## config.mk

```make
export PLATFORM = sky130hd
export DESIGN_NAME = result_display
export DESIGN_NICKNAME = d
export VERILOG_FILES = /design/src/rtl/result_display.sv
export SDC_FILE = /design/constraint.sdc
export NUM_CORES = 1
export LEC_CHECK = 0
export CORE_ASPECT_RATIO = 1.5
export CORE_MARGIN = 2
export CORE_UTILIZATION = 52
export CTS_CLUSTER_SIZE = 25
export DETAILED_ROUTE_END_ITERATION = 6
export PLACE_DENSITY = 0.83
export SYNTH_ARGS = -nofsm -noshare
export SYNTH_HDL_FRONTEND = slang
export SYNTH_SLANG_ARGS = --single-unit
```

## constraint.sdc

```tcl
create_clock -name clk -period 5.2 [get_ports clk]
set_input_delay 1.04 -clock clk [delete_from_list [all_inputs] [get_ports clk]]
set_output_delay 1.04 -clock clk [all_outputs]
set_load 0.01 [all_outputs]
```

## src/rtl/result_display.sv

```systemverilog
// Purpose : ALU front-panel output stage; latches result/op/flags on a debounced-free "show"
//           press and time-multiplexes them as hex digits onto a 4-digit common-anode display.
// Latency : capture lands on the 3rd clk edge after update rises; seg_n/dp_n/an_n are registered,
//           1 clk after the scan state they reflect. No backpressure (free-running display).
// Ports   : clk, rst_n (async active-low); result[7:0], op[5:0], carry, zero, update (raw button);
//           seg_n[6:0] {g..a}, dp_n, an_n[3:0] (an_n[0] rightmost), all active-low; shown[7:0], valid.
// Option  : define LEADING_ZERO_BLANK_EN to blank a zero high nibble of the result (idx1) and a zero
//           op[5:4] digit (idx3) once something has been captured.
module result_display #(
   parameter int SCAN_DIV = 50000,
   parameter int DATA_W   = 8
) (
   input  logic              clk,
   input  logic              rst_n,
   input  logic [DATA_W-1:0] result,
   input  logic [5:0]        op,
   input  logic              carry,
   input  logic              zero,
   input  logic              update,
   output logic [6:0]        seg_n,
   output logic              dp_n,
   output logic [3:0]        an_n,
   output logic [DATA_W-1:0] shown,
   output logic              valid
);

   localparam int               CNT_W   = $clog2(SCAN_DIV);
   localparam logic [CNT_W-1:0] CNT_MAX = CNT_W'(SCAN_DIV - 1);

   // Active-low hex font, {g,f,e,d,c,b,a}.
   function automatic logic [6:0] hex_to_seg(input logic [3:0] nib);
      logic [6:0] s;
      case (nib)
         4'h0:    s = 7'h40;
         4'h1:    s = 7'h79;
         4'h2:    s = 7'h24;
         4'h3:    s = 7'h30;
         4'h4:    s = 7'h19;
         4'h5:    s = 7'h12;
         4'h6:    s = 7'h02;
         4'h7:    s = 7'h78;
         4'h8:    s = 7'h00;
         4'h9:    s = 7'h10;
         4'hA:    s = 7'h08;
         4'hB:    s = 7'h03;
         4'hC:    s = 7'h46;
         4'hD:    s = 7'h21;
         4'hE:    s = 7'h06;
         default: s = 7'h0E;
      endcase
      return s;
   endfunction

   // ---------------------------------------------------------------
   // Button synchronizer and rising-edge detect. upd_s3 is the delayed
   // copy used only for edge detection, so a held button fires once.
   // ---------------------------------------------------------------
   logic upd_s1, upd_s2, upd_s3;
   logic cap_stb;

   always_ff @(posedge clk or negedge rst_n) begin
      if (!rst_n) begin
         upd_s1 <= 1'b0;
         upd_s2 <= 1'b0;
         upd_s3 <= 1'b0;
      end else begin
         upd_s1 <= update;
         upd_s2 <= upd_s1;
         upd_s3 <= upd_s2;
      end
   end

   assign cap_stb = upd_s2 & ~upd_s3;

   // ---------------------------------------------------------------
   // Capture registers: all fields load together so the panel never
   // shows a result paired with a different operation's flags.
   // ---------------------------------------------------------------
   logic [5:0] op_q;
   logic       carry_q;
   logic       zero_q;

   always_ff @(posedge clk or negedge rst_n) begin
      if (!rst_n) begin
         shown   <= '0;
         op_q    <= '0;
         carry_q <= 1'b0;
         zero_q  <= 1'b0;
         valid   <= 1'b0;
      end else if (cap_stb) begin
         shown   <= result;
         op_q    <= op;
         carry_q <= carry;
         zero_q  <= zero;
         valid   <= 1'b1;
      end
   end

   // ---------------------------------------------------------------
   // Scan timing: one slot per digit, digit index steps at terminal count.
   // ---------------------------------------------------------------
   logic [CNT_W-1:0] scan_cnt;
   logic [1:0]       dig_idx;

   always_ff @(posedge clk or negedge rst_n) begin
      if (!rst_n) begin
         scan_cnt <= '0;
         dig_idx  <= 2'd0;
      end else if (scan_cnt == CNT_MAX) begin
         scan_cnt <= '0;
         dig_idx  <= dig_idx + 2'd1;
      end else begin
         scan_cnt <= scan_cnt + 1'b1;
      end
   end

   // ---------------------------------------------------------------
   // Next display word. The anodes are all off on count 0 of each slot so
   // the previous digit's segments never flash on the next anode.
   // ---------------------------------------------------------------
   logic [3:0] nib;
   logic [6:0] seg_d;
   logic       dp_d;
   logic [3:0] an_d;

   always_comb begin
      nib   = 4'h0;
      seg_d = 7'h3F;   // dash until the first capture
      dp_d  = 1'b1;
      an_d  = (scan_cnt == '0) ? 4'hF : ~(4'b0001 << dig_idx);

      case (dig_idx)
         2'd0:    nib = shown[3:0];
         2'd1:    nib = shown[7:4];
         2'd2:    nib = op_q[3:0];
         default: nib = {2'b00, op_q[5:4]};
      endcase

      if (valid) begin
         seg_d = hex_to_seg(nib);
         if ((dig_idx == 2'd0) && zero_q)  dp_d = 1'b0;
         if ((dig_idx == 2'd1) && carry_q) dp_d = 1'b0;
`ifdef LEADING_ZERO_BLANK_EN
         // Only segments are blanked; a lit carry dp on idx1 survives.
         if (((dig_idx == 2'd1) || (dig_idx == 2'd3)) && (nib == 4'h0))
            seg_d = 7'h7F;
`endif
      end
   end

   // Registered pins: segments, dp and anodes switch on the same edge.
   always_ff @(posedge clk or negedge rst_n) begin
      if (!rst_n) begin
         seg_n <= 7'h7F;
         dp_n  <= 1'b1;
         an_n  <= 4'hF;
      end else begin
         seg_n <= seg_d;
         dp_n  <= dp_d;
         an_n  <= an_d;
      end
   end

endmodule

```

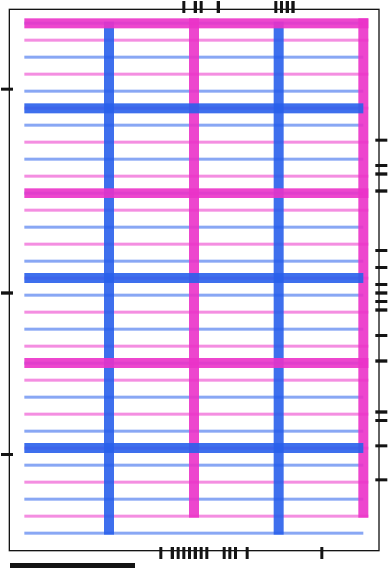
Figure 1: PDN straps and rails.
The bar under the picture is 20 µm long. Pins as bars on the die edge.
net	color
VDD	magenta
VSS	blue
met4 straps	4
met1 rails	31

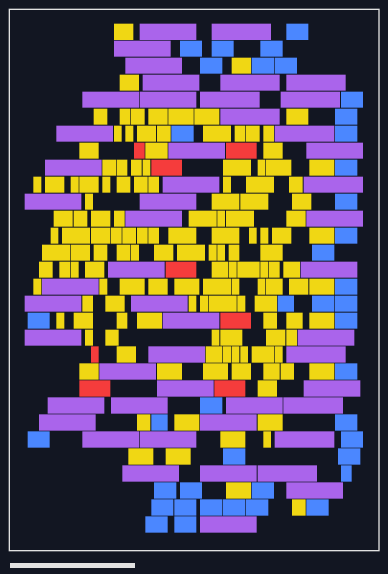
Figure 2: cells colored by class.
The bar under the picture is 20 µm long.
class	color	cells	share of their area
all other logic	yellow	141	38%
clock drivers and dummy loads	red	8	3.2%
other buffers and delay cells	blue	41	14%
flops	purple	50	45%
sequential cell area share: 0.440
Core Area: 4430 µm²
post-layout util: 0.650

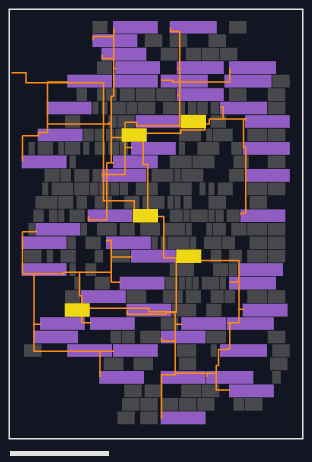
Figure 3: clock wires, drivers and flops.
The bar under the picture is 20 µm long.
[flip-flops] purple | count: 50
[cells driving clock nets] yellow | count: 5
[clock wires] orange | length: 541 µm
flops lie	widely spread
routed clock nets	6
Final Skew: 0.00433 ns
clock power share: 0.266
clk latency late pin: 0.30 ns
Clk power: 0.228 mW

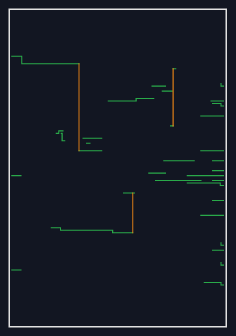
Figure 4: metal layers overlaid.
Two of the layers only.
layer	color	wire length
met3	green	187 µm
met4	orange	50.3 µm

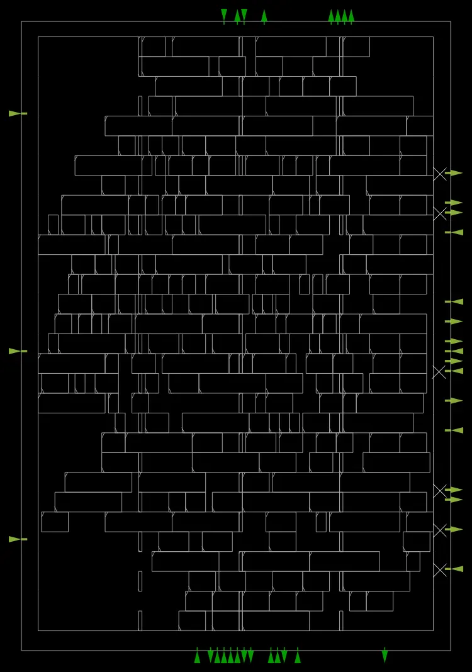
Figure 5: cell outlines without signal wires.
Fillers: 344
flop count: 50
# Taps: 48

==> changes_impl.md <==
### Changed

* Status: finished with violations
* Failing checks: DRC
* OpenROAD warning count at 37
* Ranking of synthesized cells by area: dfrtp_1, dfstp_2, mux2_2, ha_1, xnor2_1
* Crit-path slowest cell: a222oi_1
* Power Density at 297 nW/µm²
* EDFF count, synth at 0
* Stages on the worst setup path at 6
* Initial antenna violation count at 0
* Final HPWL DP at 3410 µm
* Hold WS at 0.352 ns
* 1st-iter DRT viols at 77
* Worst path cell trace: inv_1, ha_1, a222oi_1, mux2_2, o32ai_1, o21ai_0
* Most frequent cells after synthesis: dfrtp_1, mux2_2, nand2_1
* PortBufs at 39
* Critical Path Max Stage Delay at between 1 and 1.5 ns
* Post-CTS Setup Inserts at 0
* Ys flop type: dfrtp_1
* Tot Pwr at 0.854 mW
* Via count at 1649
* Max-Slew Margin vs Limit at 0.173
* Non-clock buffer count in the final layout at between 40 and 50
* # Cells Yosys at 197
* Floorplan Nets at 230
* Sum Neg Setup Slack at 0 ns
* Non-Filler Instances at 288
* Startpoint types: register
* Clock-pin slew on the worst setup and hold paths at 0.09 ns
* Crit-path max FO at 10
* Flop2flop setup slack at 2.50 ns
* I/O pins at around 40
* Pre-CTS setup slack at 2.58 ns
* Pint at 0.640 mW
* Switching portion of total power at 0.250
* Top cell type by total area after synthesis: dfrtp_1
* Hold Path Class: reg -> reg
* Die ar. at roughly 5000 µm²
* Synthesized area at 2360 µm²
* Final setup vio count at 0
* Endpoints failing hold at 0
* Yosys Chip Area at 2360 µm²
* Non-clock buffering overhead at 0.139
* Die H at about 86 µm
* Worst r2r path cells at 6
* Unrepaired setup endpoints after global routing: no
* Fin crit period at 2.70 ns
* P_leak at 1.24 nW
* WS Path Type: reg -> reg
* P_seq at between 0.4 and 0.5 mW
* Asr flop ratio synth at 1.00
* # DRC at 6
* Data arrival time of the critical path at slightly below 3 ns
* Clk tree area frac at 0.0317
* Total grt overflow at 0
* Post-route setup slack at 2.50 ns
* Distinct lib cells at ~42
* P&R area growth vs syn at 22.2%
* Clock Sinks at approximately 50
* Cts bufs inserted at 5
* Die width at 59.0 µm
* Sequential power share at 0.528
* Layout cells sized above 1 at 0.179
* Peak VDD IR at 0.174 mV
* Slew @ Worst Pin at 1.24 ns
* Post-route cell area at 2880 µm²
* Inverters at 8
* Combinational Power Share at 0.206
* RR Endpoint: seg_n[3]$_DFF_PN1_
* FP Util at 0.532
* Logic share of the area at 0.358
* CTS tree: done
* Post-layout period usage of the worst path at 0.519
* Start point of the worst hold path: upd_s1$_DFF_PN0_
* Synth Warn # at 0
* Top cells excl fill/tap: dfrtp_1, clkdlybuf4s50_1, mux2_2
* Vias in the first global route at 1623
* Yosys reg bits at 50
* Fmax achieved at between 300 and 400 MHz
* Multi-input gates at ~130
* Largest power group: registers
* Crit path capture: seg_n[3]$_DFF_PN1_
* CP delay by family, top: AND-OR/OR-AND gates
* Net switching power at ~0.21 mW
* Crit. Startpoint: dig_idx[0]$_DFFE_PN0N_
* Row cnt at 30
==> layer usage <==
metal  vias to the layer above  routed length [µm]  GRT usage  part of all wire
met3                         6                 187     0.0358             0.041
met2                        44                2690      0.373              0.58
li1                        777                   -          -                 -
met4                         0                  50     0.0744             0.011
met1                       822                1690      0.207              0.37
met5                         -                   0          0                 0
==> cells by family after synthesis <==
family / count (synthesis) / synth area share
compound gates: 24 / 0.0738
xor+xnor: 13 / 0.0483
fa+ha+maj: 14 / 0.0744
buf+inv: 14 / 0.0250
flops: 50 / 0.537
mux: 23 / 0.107
simple gates: 59 / 0.134
==> state kept, by name, summed over array words and instances, names as in the netlist <==
signal and flops:
scan_cnt 16, shown 8, seg_n 7, op_q 6
an_n 4, dig_idx 2, carry_q 1, dp_n 1
upd_s1 1, upd_s2 1, upd_s3 1, valid 1
zero_q 1
No activity file was given, so power comes from the tool's default toggle rates.
